Fig. 1: run 1, pin map
Pins as bars across the die edge, other pins in gray.
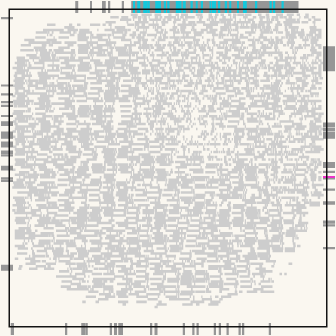
Fig. 2: run 1, congestion heat map
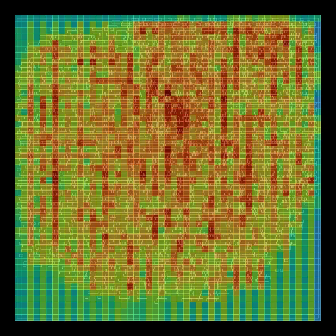
Fig. 3: run 1, sequential cells grouped by signal name
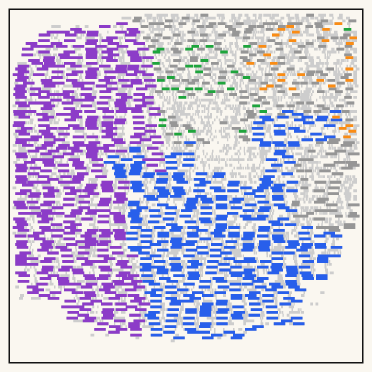
$ cat src/rtl/fetch_unit_if.sv
// Signal bundle between fetch_unit and its environment: pipeline control,
// predictor update, instruction memory port and the IF/DE register outputs.
interface fetch_unit_if #(
  parameter int XLEN = 32
);
  logic            stall;
  logic            redirect_valid;
  logic [XLEN-1:0] redirect_pc;
  logic            upd_valid;
  logic [XLEN-1:0] upd_pc;
  logic            upd_taken;
  logic [XLEN-1:0] upd_target;
  logic            imem_en;
  logic [XLEN-1:0] imem_addr;
  logic [XLEN-1:0] imem_rdata;
  logic            out_valid;
  logic [XLEN-1:0] out_instr;
  logic [XLEN-1:0] out_pc;
  logic [XLEN-1:0] out_pc_inc4;
  logic            out_pred_taken;
  logic [XLEN-1:0] out_pred_target;

  modport master (
    input  stall, redirect_valid, redirect_pc,
    input  upd_valid, upd_pc, upd_taken, upd_target,
    input  imem_rdata,
    output imem_en, imem_addr,
    output out_valid, out_instr, out_pc, out_pc_inc4, out_pred_taken, out_pred_target
  );

  modport slave (
    output stall, redirect_valid, redirect_pc,
    output upd_valid, upd_pc, upd_taken, upd_target,
    output imem_rdata,
    input  imem_en, imem_addr,
    input  out_valid, out_instr, out_pc, out_pc_inc4, out_pred_taken, out_pred_target
  );
endinterface

$ cat src/rtl/fetch_unit.sv
// Two-stage instruction fetch: F1 issues pc_q and predicts the next PC from a
// direct-mapped BHT; F2 pairs the returning word with its PC into the IF/DE register.
module fetch_unit #(
  parameter int              XLEN        = 32,
  parameter int              BHT_ENTRIES = 16,
  parameter logic [XLEN-1:0] RESET_PC    = {XLEN{1'b0}}
) (
  input logic          clk,
  input logic          rst,
  fetch_unit_if.master bus
);
  localparam int              IDX     = $clog2(BHT_ENTRIES);
  localparam int              TAGW    = XLEN - IDX - 2;
  localparam logic [XLEN-1:0] ZERO    = {XLEN{1'b0}};
  localparam logic [XLEN-1:0] PC_STEP = {{(XLEN-3){1'b0}}, 3'b100};

  function automatic logic [1:0] sat_cnt(input logic [1:0] cnt, input logic taken);
    if (taken) begin
      return (cnt == 2'b11) ? 2'b11 : cnt + 2'b01;
    end else begin
      return (cnt == 2'b00) ? 2'b00 : cnt - 2'b01;
    end
  endfunction

  logic [XLEN-1:0] r_pc;
  logic [XLEN-1:0] r_f2_pc;
  logic            r_f2_valid;
  logic            r_f2_pred_taken;
  logic [XLEN-1:0] r_f2_pred_target;
  logic            r_out_valid;
  logic [XLEN-1:0] r_out_instr;
  logic [XLEN-1:0] r_out_pc;
  logic [XLEN-1:0] r_out_pc_inc4;
  logic            r_out_pred_taken;
  logic [XLEN-1:0] r_out_pred_target;

  logic [1:0]      r_bht_cnt [BHT_ENTRIES];
  logic            r_bht_vld [BHT_ENTRIES];
  logic [TAGW-1:0] r_bht_tag [BHT_ENTRIES];
  logic [XLEN-1:0] r_bht_tgt [BHT_ENTRIES];

  logic [IDX-1:0]  w_lk_idx;
  logic [TAGW-1:0] w_lk_tag;
  logic [IDX-1:0]  w_up_idx;
  logic [TAGW-1:0] w_up_tag;
  logic [XLEN-1:0] w_pc_inc4;
  logic            w_pred_taken;
  logic [XLEN-1:0] w_pred_target;
  logic            w_unused_upd_bits;

  assign w_lk_idx          = r_pc[IDX+1:2];
  assign w_lk_tag          = r_pc[XLEN-1:IDX+2];
  assign w_up_idx          = bus.upd_pc[IDX+1:2];
  assign w_up_tag          = bus.upd_pc[XLEN-1:IDX+2];
  assign w_unused_upd_bits = ^bus.upd_pc[1:0];
  assign w_pc_inc4         = r_pc + PC_STEP;

  // Lookup reads the registered table, so a same-cycle update is not visible yet.
  assign w_pred_taken  = r_bht_vld[w_lk_idx] && (r_bht_tag[w_lk_idx] == w_lk_tag) &&
                         r_bht_cnt[w_lk_idx][1];
  assign w_pred_target = w_pred_taken ? r_bht_tgt[w_lk_idx] : w_pc_inc4;

  // While stalled, re-read the F2 address so its word is on imem_rdata at release.
  assign bus.imem_en   = ~rst;
  assign bus.imem_addr = (bus.stall && !bus.redirect_valid) ? r_f2_pc : r_pc;

  assign bus.out_valid       = r_out_valid;
  assign bus.out_instr       = r_out_instr;
  assign bus.out_pc          = r_out_pc;
  assign bus.out_pc_inc4     = r_out_pc_inc4;
  assign bus.out_pred_taken  = r_out_pred_taken;
  assign bus.out_pred_target = r_out_pred_target;

  // F1/F2/IF-DE pipeline advance; redirect overrides stall, reset overrides all.
  always_ff @(posedge clk) begin
    if (rst) begin
      r_pc              <= RESET_PC;
      r_f2_pc           <= ZERO;
      r_f2_valid        <= 1'b0;
      r_f2_pred_taken   <= 1'b0;
      r_f2_pred_target  <= ZERO;
      r_out_valid       <= 1'b0;
      r_out_instr       <= ZERO;
      r_out_pc          <= ZERO;
      r_out_pc_inc4     <= ZERO;
      r_out_pred_taken  <= 1'b0;
      r_out_pred_target <= ZERO;
    end else if (bus.redirect_valid) begin
      r_pc        <= bus.redirect_pc;
      r_f2_valid  <= 1'b0;
      r_out_valid <= 1'b0;
    end else if (!bus.stall) begin
      r_pc              <= w_pred_target;
      r_f2_pc           <= r_pc;
      r_f2_valid        <= 1'b1;
      r_f2_pred_taken   <= w_pred_taken;
      r_f2_pred_target  <= w_pred_target;
      r_out_valid       <= r_f2_valid;
      r_out_instr       <= bus.imem_rdata;
      r_out_pc          <= r_f2_pc;
      r_out_pc_inc4     <= r_f2_pc + PC_STEP;
      r_out_pred_taken  <= r_f2_pred_taken;
      r_out_pred_target <= r_f2_pred_target;
    end else begin
      r_f2_valid  <= r_f2_valid;
      r_out_valid <= r_out_valid;
    end
  end

  // Counter and valid state; only these need a known value after reset.
  always_ff @(posedge clk) begin
    if (rst) begin
      for (int i = 0; i < BHT_ENTRIES; i++) begin
        r_bht_cnt[i] <= 2'b01;
        r_bht_vld[i] <= 1'b0;
      end
    end else if (bus.upd_valid) begin
      r_bht_cnt[w_up_idx] <= sat_cnt(r_bht_cnt[w_up_idx], bus.upd_taken);
      if (bus.upd_taken) begin
        r_bht_vld[w_up_idx] <= 1'b1;
      end else begin
        r_bht_vld[w_up_idx] <= r_bht_vld[w_up_idx];
      end
    end else begin
      r_bht_cnt[w_up_idx] <= r_bht_cnt[w_up_idx];
    end
  end

  // Tag and target are qualified by the valid bit, so they need no reset.
  always_ff @(posedge clk) begin
    if (!rst && bus.upd_valid && bus.upd_taken) begin
      r_bht_tag[w_up_idx] <= w_up_tag;
      r_bht_tgt[w_up_idx] <= bus.upd_target;
    end else begin
      r_bht_tag[w_up_idx] <= r_bht_tag[w_up_idx];
      r_bht_tgt[w_up_idx] <= r_bht_tgt[w_up_idx];
    end
  end
endmodule

$ cat src/flat_wrapper.sv
// flat-port wrapper written by rule: the top's interface ports become plain ports
module fetch_unit_flat 
#(
  parameter int              XLEN        = 32,
  parameter int              BHT_ENTRIES = 16,
  parameter logic [XLEN-1:0] RESET_PC    = {XLEN{1'b0}}
)
  (clk, rst, bus_stall, bus_redirect_valid, bus_redirect_pc, bus_upd_valid, bus_upd_pc, bus_upd_taken, bus_upd_target, bus_imem_rdata, bus_imem_en, bus_imem_addr, bus_out_valid, bus_out_instr, bus_out_pc, bus_out_pc_inc4, bus_out_pred_taken, bus_out_pred_target);
  fetch_unit_if #(.XLEN(XLEN)) bus_i ();
  input logic clk;
  input logic rst;
  input wire logic [$bits(bus_i.stall)-1:0] bus_stall;
  input wire logic [$bits(bus_i.redirect_valid)-1:0] bus_redirect_valid;
  input wire logic [$bits(bus_i.redirect_pc)-1:0] bus_redirect_pc;
  input wire logic [$bits(bus_i.upd_valid)-1:0] bus_upd_valid;
  input wire logic [$bits(bus_i.upd_pc)-1:0] bus_upd_pc;
  input wire logic [$bits(bus_i.upd_taken)-1:0] bus_upd_taken;
  input wire logic [$bits(bus_i.upd_target)-1:0] bus_upd_target;
  input wire logic [$bits(bus_i.imem_rdata)-1:0] bus_imem_rdata;
  output wire logic [$bits(bus_i.imem_en)-1:0] bus_imem_en;
  output wire logic [$bits(bus_i.imem_addr)-1:0] bus_imem_addr;
  output wire logic [$bits(bus_i.out_valid)-1:0] bus_out_valid;
  output wire logic [$bits(bus_i.out_instr)-1:0] bus_out_instr;
  output wire logic [$bits(bus_i.out_pc)-1:0] bus_out_pc;
  output wire logic [$bits(bus_i.out_pc_inc4)-1:0] bus_out_pc_inc4;
  output wire logic [$bits(bus_i.out_pred_taken)-1:0] bus_out_pred_taken;
  output wire logic [$bits(bus_i.out_pred_target)-1:0] bus_out_pred_target;
  assign bus_i.stall = bus_stall;
  assign bus_i.redirect_valid = bus_redirect_valid;
  assign bus_i.redirect_pc = bus_redirect_pc;
  assign bus_i.upd_valid = bus_upd_valid;
  assign bus_i.upd_pc = bus_upd_pc;
  assign bus_i.upd_taken = bus_upd_taken;
  assign bus_i.upd_target = bus_upd_target;
  assign bus_i.imem_rdata = bus_imem_rdata;
  assign bus_imem_en = bus_i.imem_en;
  assign bus_imem_addr = bus_i.imem_addr;
  assign bus_out_valid = bus_i.out_valid;
  assign bus_out_instr = bus_i.out_instr;
  assign bus_out_pc = bus_i.out_pc;
  assign bus_out_pc_inc4 = bus_i.out_pc_inc4;
  assign bus_out_pred_taken = bus_i.out_pred_taken;
  assign bus_out_pred_target = bus_i.out_pred_target;
  fetch_unit #(.XLEN(XLEN), .BHT_ENTRIES(BHT_ENTRIES), .RESET_PC(RESET_PC)) u_core (.clk(clk), .rst(rst), .bus(bus_i));
endmodule
$ cat config.mk
export PLATFORM = sky130hd
export DESIGN_NAME = fetch_unit_flat
export DESIGN_NICKNAME = d
export VERILOG_FILES = /design/src/rtl/fetch_unit_if.sv /design/src/rtl/fetch_unit.sv /design/src/flat_wrapper.sv
export SDC_FILE = /design/constraint.sdc
export NUM_CORES = 1
export LEC_CHECK = 0
export ABC_AREA = 1
export CAP_MARGIN = 20
export CORE_MARGIN = 2
export CORE_UTILIZATION = 45
export CTS_CLUSTER_SIZE = 40
export DETAILED_ROUTE_END_ITERATION = 16
export MAX_ROUTING_LAYER = met4
export SKIP_LAST_GASP = 1
export SYNTH_ARGS = -nofsm -noshare
export SYNTH_HDL_FRONTEND = slang
export SYNTH_SLANG_ARGS = --single-unit
$ cat constraint.sdc
create_clock -name clk -period 11.19 [get_ports clk]
set_input_delay 1.119 -clock clk [delete_from_list [all_inputs] [get_ports clk]]
set_output_delay 1.119 -clock clk [all_outputs]
set_load 0.1 [all_outputs]
==> impl_report.txt, run 1 <==
FLOW METRICS REPORT
----------------------------------------------------
[Logic synthesis]
  Share of flip-flops with an asynchronous set or reset ........................ 0%
  Seq share, synth ........................ between 60 and 70%
  Top FF cell, synth ........................ edfxtp_1
  Cell area after synthesis ........................ between 50000 and 60000 um2
  Leading area contributor after synthesis ........................ edfxtp_1
  Total cell area reported by yosys after synthesis ........................ around 50000 um2
  Number of warnings issued by yosys ........................ 0
  Combinational family with the most area after synthesis ........................ simple AND/OR/NAND/NOR gates
  Number of synthesized register bits ........................ between 1k and 1.5k
  Synth Area in Compound Gates ........................ under 10%
  XOR/XNOR Area Share ........................ less than 1%
  Area fraction in mux cells ........................ 0%
  Number of distinct library cells after synthesis ........................ roughly 43
  Net Count, Synth ........................ ~5.0k
  Cells after synthesis ........................ 4887
  Cells in synth_stat.txt ........................ about 4.9k
  Area fraction in full adders, half adders and majority gates ........................ less than 1%
  Mean Syn Cell Area ........................ 10.3 um2
  Top cell types by occurrence after synthesis ........................ nand2_1 (981), edfxtp_1 (960), nor2_1 (654)
  Synth top area share ........................ 57.4%
  Fraction of the mapped netlist area in simple logic gates ........................ between 10% and 20%
  Count of library flops with an enable pin ........................ 960

[Power]
  Top power group ........................ registers
  Portion of total power attributed to the clock network ........................ 38.7%
  Pleak ........................ ~0.021 uW
  Power density relative to cell area ........................ between 150 and 200 nW/um2
  Net load switching power ........................ about 2600 uW
  Portion of total power attributed to combinational logic ........................ between 10% and 20%
  Cell-internal power ........................ between 7000 and 8000 uW
  Proportion of power drawn by flip-flops and latches ........................ between 50% and 60%
  Power consumed by combinational cells ........................ 1110 uW
  Switching share of power ........................ 26.4%
  Power drawn by the clock network ........................ 3840 uW
  Total power ........................ a little under 10000 uW
  Worst VDD drop ........................ between 100 and 150 uV

[Floorplan]
  Tap cells ........................ between 1k and 1.5k
  Number of top-level design ports ........................ 297
  Horiz. Die Dim ........................ ~340 um
  Vertical die dimension ........................ 338 um
  Placeable core region ........................ ~110000 um2
  Cell Rows ........................ about 120
  Fraction of the core area occupied by cells at floorplan ........................ 45.4%

[Clock tree]
  TritonCTS clock tree ........................ done
  Buffer depth of the longest clock path ........................ 3
  Total of hold buffers inserted after clock tree synthesis ........................ 0
  Clock-pin slew on the worst setup and hold paths ........................ about 0.06 ns
  Resize count post-CTS ........................ 0
  Post-CTS setup buffer count ........................ 0
  Number of H-tree levels ........................ 3
  Root Driver ........................ clkbuf_16
  Clk_lat worst skew ........................ around 0.74 ns
  Clock Sinks ........................ 1206

[Critical path]
  Slowest CP cell ........................ clkdlybuf4s50_1
  Category of the most critical setup path ........................ input port to output pin
  Critical Path End Type ........................ output pin
  Setup crit start kind ........................ input port
  Reg-to-reg endpoint ........................ u_core.r_pc[1]$_SDFFE_PP0N_
  Crit path largest cell delay ........................ ~1.3 ns
  Sum of buffers and inverters on the critical path ........................ 5
  Last element of the critical path ........................ bus_imem_addr[3]
  Cell class contributing the biggest share of worst-path delay ........................ buffers and inverters
  Setup crit start ........................ bus_redirect_valid
  Worst EP arrival ........................ ~4.8 ns
  Path length in cells of the critical path ........................ 8
  Register-to-register path setup slack ........................ approximately 5.7 ns
  Worst reg2reg path depth ........................ 19
  Required time of the critical path ........................ 10.07 ns

[Layout]
  Regs by FF count ........................ u_core.r_bht_tgt x512, u_core.r_bht_tag x416
  Final-layout clock-cell area share ........................ between 6 and 7%
  Most common logic cell in the routed design ........................ nand2_1
  Buffers, non-clock ........................ about 360
  Share of cell area taken by multi-input logic gates ........................ 23.8%
  Logic cell area ........................ 13800 um2
  Max reg flops ........................ a little over 500
  Multi-input combinational cell count ........................ 2997
  Final sequential cell count ........................ about 1.2k
  Filler-free cell count of the finished design ........................ ~6.7k
  Final-stage net count ........................ 5198
  Final design area excluding fillers ........................ ~58000 um2
  Register area ........................ about 34000 um2
  Final design utilization ........................ between 50% and 60%
  Diodes inserted ........................ 7
  Largest area class, layout ........................ registers
  Ratio of cells with drive above 1 in the final layout ........................ under 10%
  Count of clock-net buffers in the final layout ........................ approximately 170
  Non-Clock Buffer Area Fraction ........................ under 10%
  Register name with the most flops ........................ u_core.r_bht_tgt
  Area growth from synthesis to layout ........................ 15.7%
  Fill cell total of the finished layout ........................ roughly 9.8k
  Fraction of standard cell area that is sequential ........................ about three fifths
  Top cells excl fill/tap ........................ nand2_1 (979), edfxtp_1 (960), nor2_1 (637)

[Final timing]
  Final tally of hold violations ........................ 0
  Setup repair after global routing missed its margin ........................ false
  Shortest clock period the worst path allows after layout ........................ 5.94 ns
  Max-Slew Margin vs Limit ........................ between 20% and 30%
  Final setup violation count ........................ 0
  Slew Viols, Final ........................ 0
  Setup WS post-layout ........................ roughly 5.3 ns
  Fin Clk Skew ........................ 0.0422 ns
  Highest clock rate ........................ around 170 MHz
  Worst hold-check slack ........................ about 0.47 ns
  Setup TNS ........................ 0 ns
  Final clock period utilization by the worst path ........................ between 50 and 60%
  Transition at the pin with the smallest max-transition slack ........................ ~1.2 ns

[Global route]
  Global-route track usage on met2 ........................ 42.3%
  Global-route congestion overflow total ........................ 0
  Via count of the first global-routing pass ........................ about 34k
  Maximum number of pins on one net before global-route repair ........................ approximately 230
  First-pass GRT wire length ........................ about 220000 um
  Number of antenna violations at the first check in global routing ........................ 10

[Placed design]
  HPWL Detailed ........................ between 80000 and 90000 um
  Quantity of I/O buffers inserted on ports ........................ 294
  Number of placed cells counting well taps ........................ around 6.4k
  Placement-stage worst setup slack ........................ approximately 5.3 ns
  Post-DP Area ........................ 54400 um2
  Global placement routability congestion ........................ 0.946

[Route]
  Remaining DRCs ........................ 0
  Highest routed layer ........................ met4
  Amount of wire on met3 after detailed routing ........................ ~10000 um
  Detailed-route wire length on metal 1 ........................ around 66000 um
  Total vias in the final route ........................ between 30k and 40k
  Number of nets with antenna violations after detailed routing ........................ 0
  Routed vias/inst ........................ approximately 5.5
  Met2 Routed Length ........................ 72100 um
  Avg WL per Cell ........................ about 23 um
  Starting DRT DRC Count ........................ around 3.9k

[Min path]
  Worst hold-check path type ........................ register to register
  Hold depth ........................ 2
  Hold worst-path end ........................ u_core.r_f2_pred_target[1]$_SDFFE_PP0P_

[Outcome]
  Outcome ........................ finished, final reports clean

[Job]
  Tool warning count ........................ 39
  Maximum capacitance violations ........................ 0

----------------------------------------------------
-- Fig. 1 (at the start) --
bus_upd_valid -> magenta  # pins 1, direction input, edge right
bus_out_instr -> cyan  # pins 32, direction output, edge top
all pins by edge = 200 top, 43 right, 30 left, 24 bottom

-- Fig. 2 (at the start) --
global-route track usage on met1: 36.4%
GRT Util Overall: 26.8%
Top Usage Layer GRT: met2
GR Layer Usage met3: 3.39%

-- Fig. 3 (at the start) --
u_core.r_bht_tag -> blue  # placed flops 416
u_core.r_f2_pred_target -> green  # placed flops 32, where top center
u_core.bus.out_pc -> orange  # placed flops 30, where upper right
u_core.r_bht_tgt -> purple  # placed flops 512
not colored = 216

Fig. 4: run 1, met3 routing
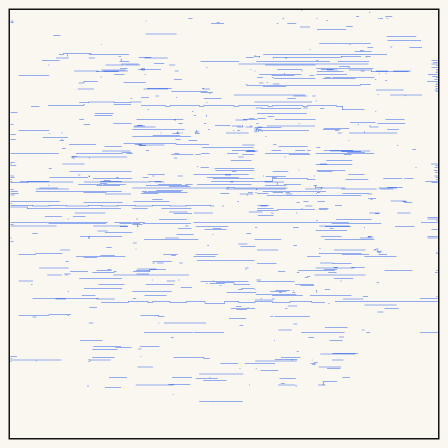

--- run 2 (diff from run 1) ---
==> constraint.sdc (replaced) <==
create_clock -name clk -period 6.2 [get_ports clk]
set_input_delay 0.62 -clock clk [delete_from_list [all_inputs] [get_ports clk]]
set_output_delay 0.62 -clock clk [all_outputs]
set_load 0.1 [all_outputs]
Fig. 5: run 2, met3 routing
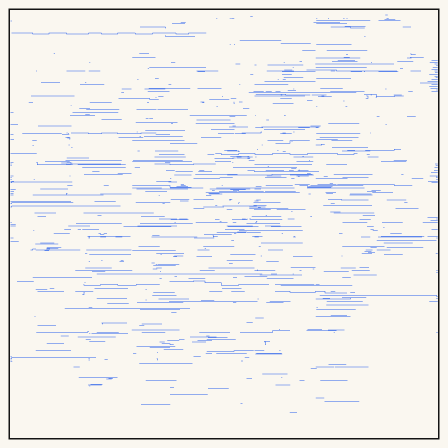
nets with wire on the layer = 360
share of all routed wire = 6.8%
main direction = horizontal
wire length on this layer = 10200 um
longest straight run = 130 um

Fig. 6: run 2, congestion heat map
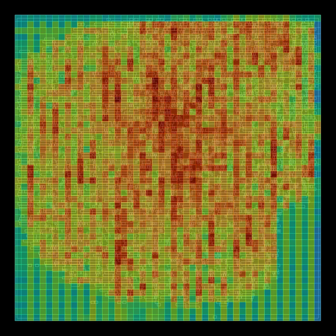
global-route track usage on met2: 42.1%
Avg WL per Cell: 22.7 um

==> impl_report.txt, run 2 <==
FLOW METRICS REPORT
----------------------------------------------------
[Power]
  Power drawn by the clock network ........................ 7630 uW (+99%)
  Power density relative to cell area ........................ 317 nW/um2 (+86%)
  Switching share of power ........................ 25.9% (-0.54 points)
  Net load switching power ........................ 4810 uW (+84%)
  Portion of total power attributed to combinational logic ........................ 10.7% (-0.5 points)
  Total power ........................ 18600 uW (+88%)
  Pleak ........................ 0.0215 uW (+1.5%)
  Power consumed by combinational cells ........................ 2000 uW (+80%)
  Proportion of power drawn by flip-flops and latches ........................ 48.2% (-1.9 points)

[Route]
  Routed vias/inst ........................ 5.47 (-0.36%)
  Met2 Routed Length ........................ 72600 um (+0.69%)
  Number of nets with antenna violations after detailed routing ........................ 0 (unchanged)
  Total vias in the final route ........................ 36.5k (+0.033%)
  Detailed-route wire length on metal 1 ........................ 64300 um (-2.2%)
  Starting DRT DRC Count ........................ 4054 (+4.8%)

[Logic synthesis]
  Synth top area share ........................ 57.4% (unchanged)
  Area fraction in full adders, half adders and majority gates ........................ 0.0498% (unchanged)
  Mean Syn Cell Area ........................ 10.3 um2 (unchanged)
  Total cell area reported by yosys after synthesis ........................ 50300 um2 (unchanged)
  Area fraction in mux cells ........................ 0% (unchanged)
  Cell area after synthesis ........................ 50300 um2 (unchanged)
  Leading area contributor after synthesis ........................ edfxtp_1
  XOR/XNOR Area Share ........................ 0.610% (unchanged)
  Net Count, Synth ........................ 5023 (unchanged)
  Count of library flops with an enable pin ........................ 960 (unchanged)
  Number of distinct library cells after synthesis ........................ 43 (unchanged)
  Share of flip-flops with an asynchronous set or reset ........................ 0% (unchanged)
  Synth Area in Compound Gates ........................ 9.70% (unchanged)
  Fraction of the mapped netlist area in simple logic gates ........................ 16.9% (unchanged)

[Layout]
  Register name with the most flops ........................ u_core.r_bht_tgt
  Fill cell total of the finished layout ........................ 9723 (-0.79%)
  Logic cell area ........................ 13800 um2 (unchanged)
  Ratio of cells with drive above 1 in the final layout ........................ 6.30% (+1.0 points)
  Final design utilization ........................ 53.0% (+0.45 points)
  Largest area class, layout ........................ registers
  Final sequential cell count ........................ 1206 (unchanged)
  Fraction of standard cell area that is sequential ........................ 57.6% (-0.49 points)
  Share of cell area taken by multi-input logic gates ........................ 23.6% (-0.20 points)
  Non-Clock Buffer Area Fraction ........................ 5.99% (-0.038 points)
  Max reg flops ........................ 512 (unchanged)
  Area growth from synthesis to layout ........................ 16.7%
  Diodes inserted ........................ 15 (+8)
  Buffers, non-clock ........................ 361 (unchanged)
  Final-stage net count ........................ 5208 (+0.19%)
  Regs by FF count ........................ u_core.r_bht_tgt x512, u_core.r_bht_tag x416

[Floorplan]
  Placeable core region ........................ 111000 um2 (unchanged)
  Vertical die dimension ........................ 338 um (unchanged)
  Fraction of the core area occupied by cells at floorplan ........................ 45.4% (unchanged)
  Number of top-level design ports ........................ 297 (unchanged)
  Tap cells ........................ 1488 (unchanged)
  Horiz. Die Dim ........................ 338 um (unchanged)

[Global route]
  GRT Util Overall ........................ 26.8% (-0.052 points)
  First-pass GRT wire length ........................ 223000 um (-0.44%)
  Via count of the first global-routing pass ........................ 33.9k (+0.59%)
  Maximum number of pins on one net before global-route repair ........................ 232 (unchanged)
  Global-route track usage on met1 ........................ 35.6% (-0.77 points)
  GR Layer Usage met3 ........................ 3.89% (+0.50 points)

[Placed design]
  Post-DP Area ........................ 54400 um2 (about the same)
  Quantity of I/O buffers inserted on ports ........................ 294 (unchanged)
  Number of placed cells counting well taps ........................ 6427 (+0.031%)

[Final timing]
  Transition at the pin with the smallest max-transition slack ........................ 1.15 ns (-0.0371 ns)
  Slew Viols, Final ........................ 0 (unchanged)
  Final clock period utilization by the worst path ........................ around 72%
  Shortest clock period the worst path allows after layout ........................ 4.48 ns
  Setup TNS ........................ 0 ns (unchanged)
  Highest clock rate ........................ 223 MHz
  Setup WS post-layout ........................ 1.72 ns (-3.53 ns)
  Final setup violation count ........................ 0 (unchanged)
  Setup repair after global routing missed its margin ........................ false

[Clock tree]
  Total of hold buffers inserted after clock tree synthesis ........................ 0 (unchanged)
  Number of H-tree levels ........................ 4 (+1)
  Post-CTS setup buffer count ........................ 0 (unchanged)
  Clock Sinks ........................ 1206 (unchanged)
  Clk_lat worst skew ........................ 0.74 ns (about the same)

[Critical path]
  Critical Path End Type ........................ register
  Register-to-register path setup slack ........................ 1.72 ns (-3.98 ns)
  Worst reg2reg path depth ........................ 16 (-3)
  Worst EP arrival ........................ 5.08 ns (+0.26 ns)
  Reg-to-reg endpoint ........................ u_core.r_pc[1]$_SDFFE_PP0N_
  Cell class contributing the biggest share of worst-path delay ........................ simple AND/OR/NAND/NOR gates
  Slowest CP cell ........................ inv_8
  Last element of the critical path ........................ u_core.r_pc[1]$_SDFFE_PP0N_
  Sum of buffers and inverters on the critical path ........................ 3 (-2)
  Required time of the critical path ........................ 6.80 ns (-3.27 ns)
  Setup crit start kind ........................ register
  Crit path largest cell delay ........................ 0.65 ns (-0.62 ns)

[Outcome]
  Outcome ........................ finished, final reports clean

[Job]
  Tool warning count ........................ 53 (+36%)

[Min path]
  Hold worst-path end ........................ u_core.bus.out_pc[2]$_SDFFE_PP0P_
  Worst hold-check path type ........................ input port to register

----------------------------------------------------
No activity file was given, so power comes from the tool's default toggle rates.
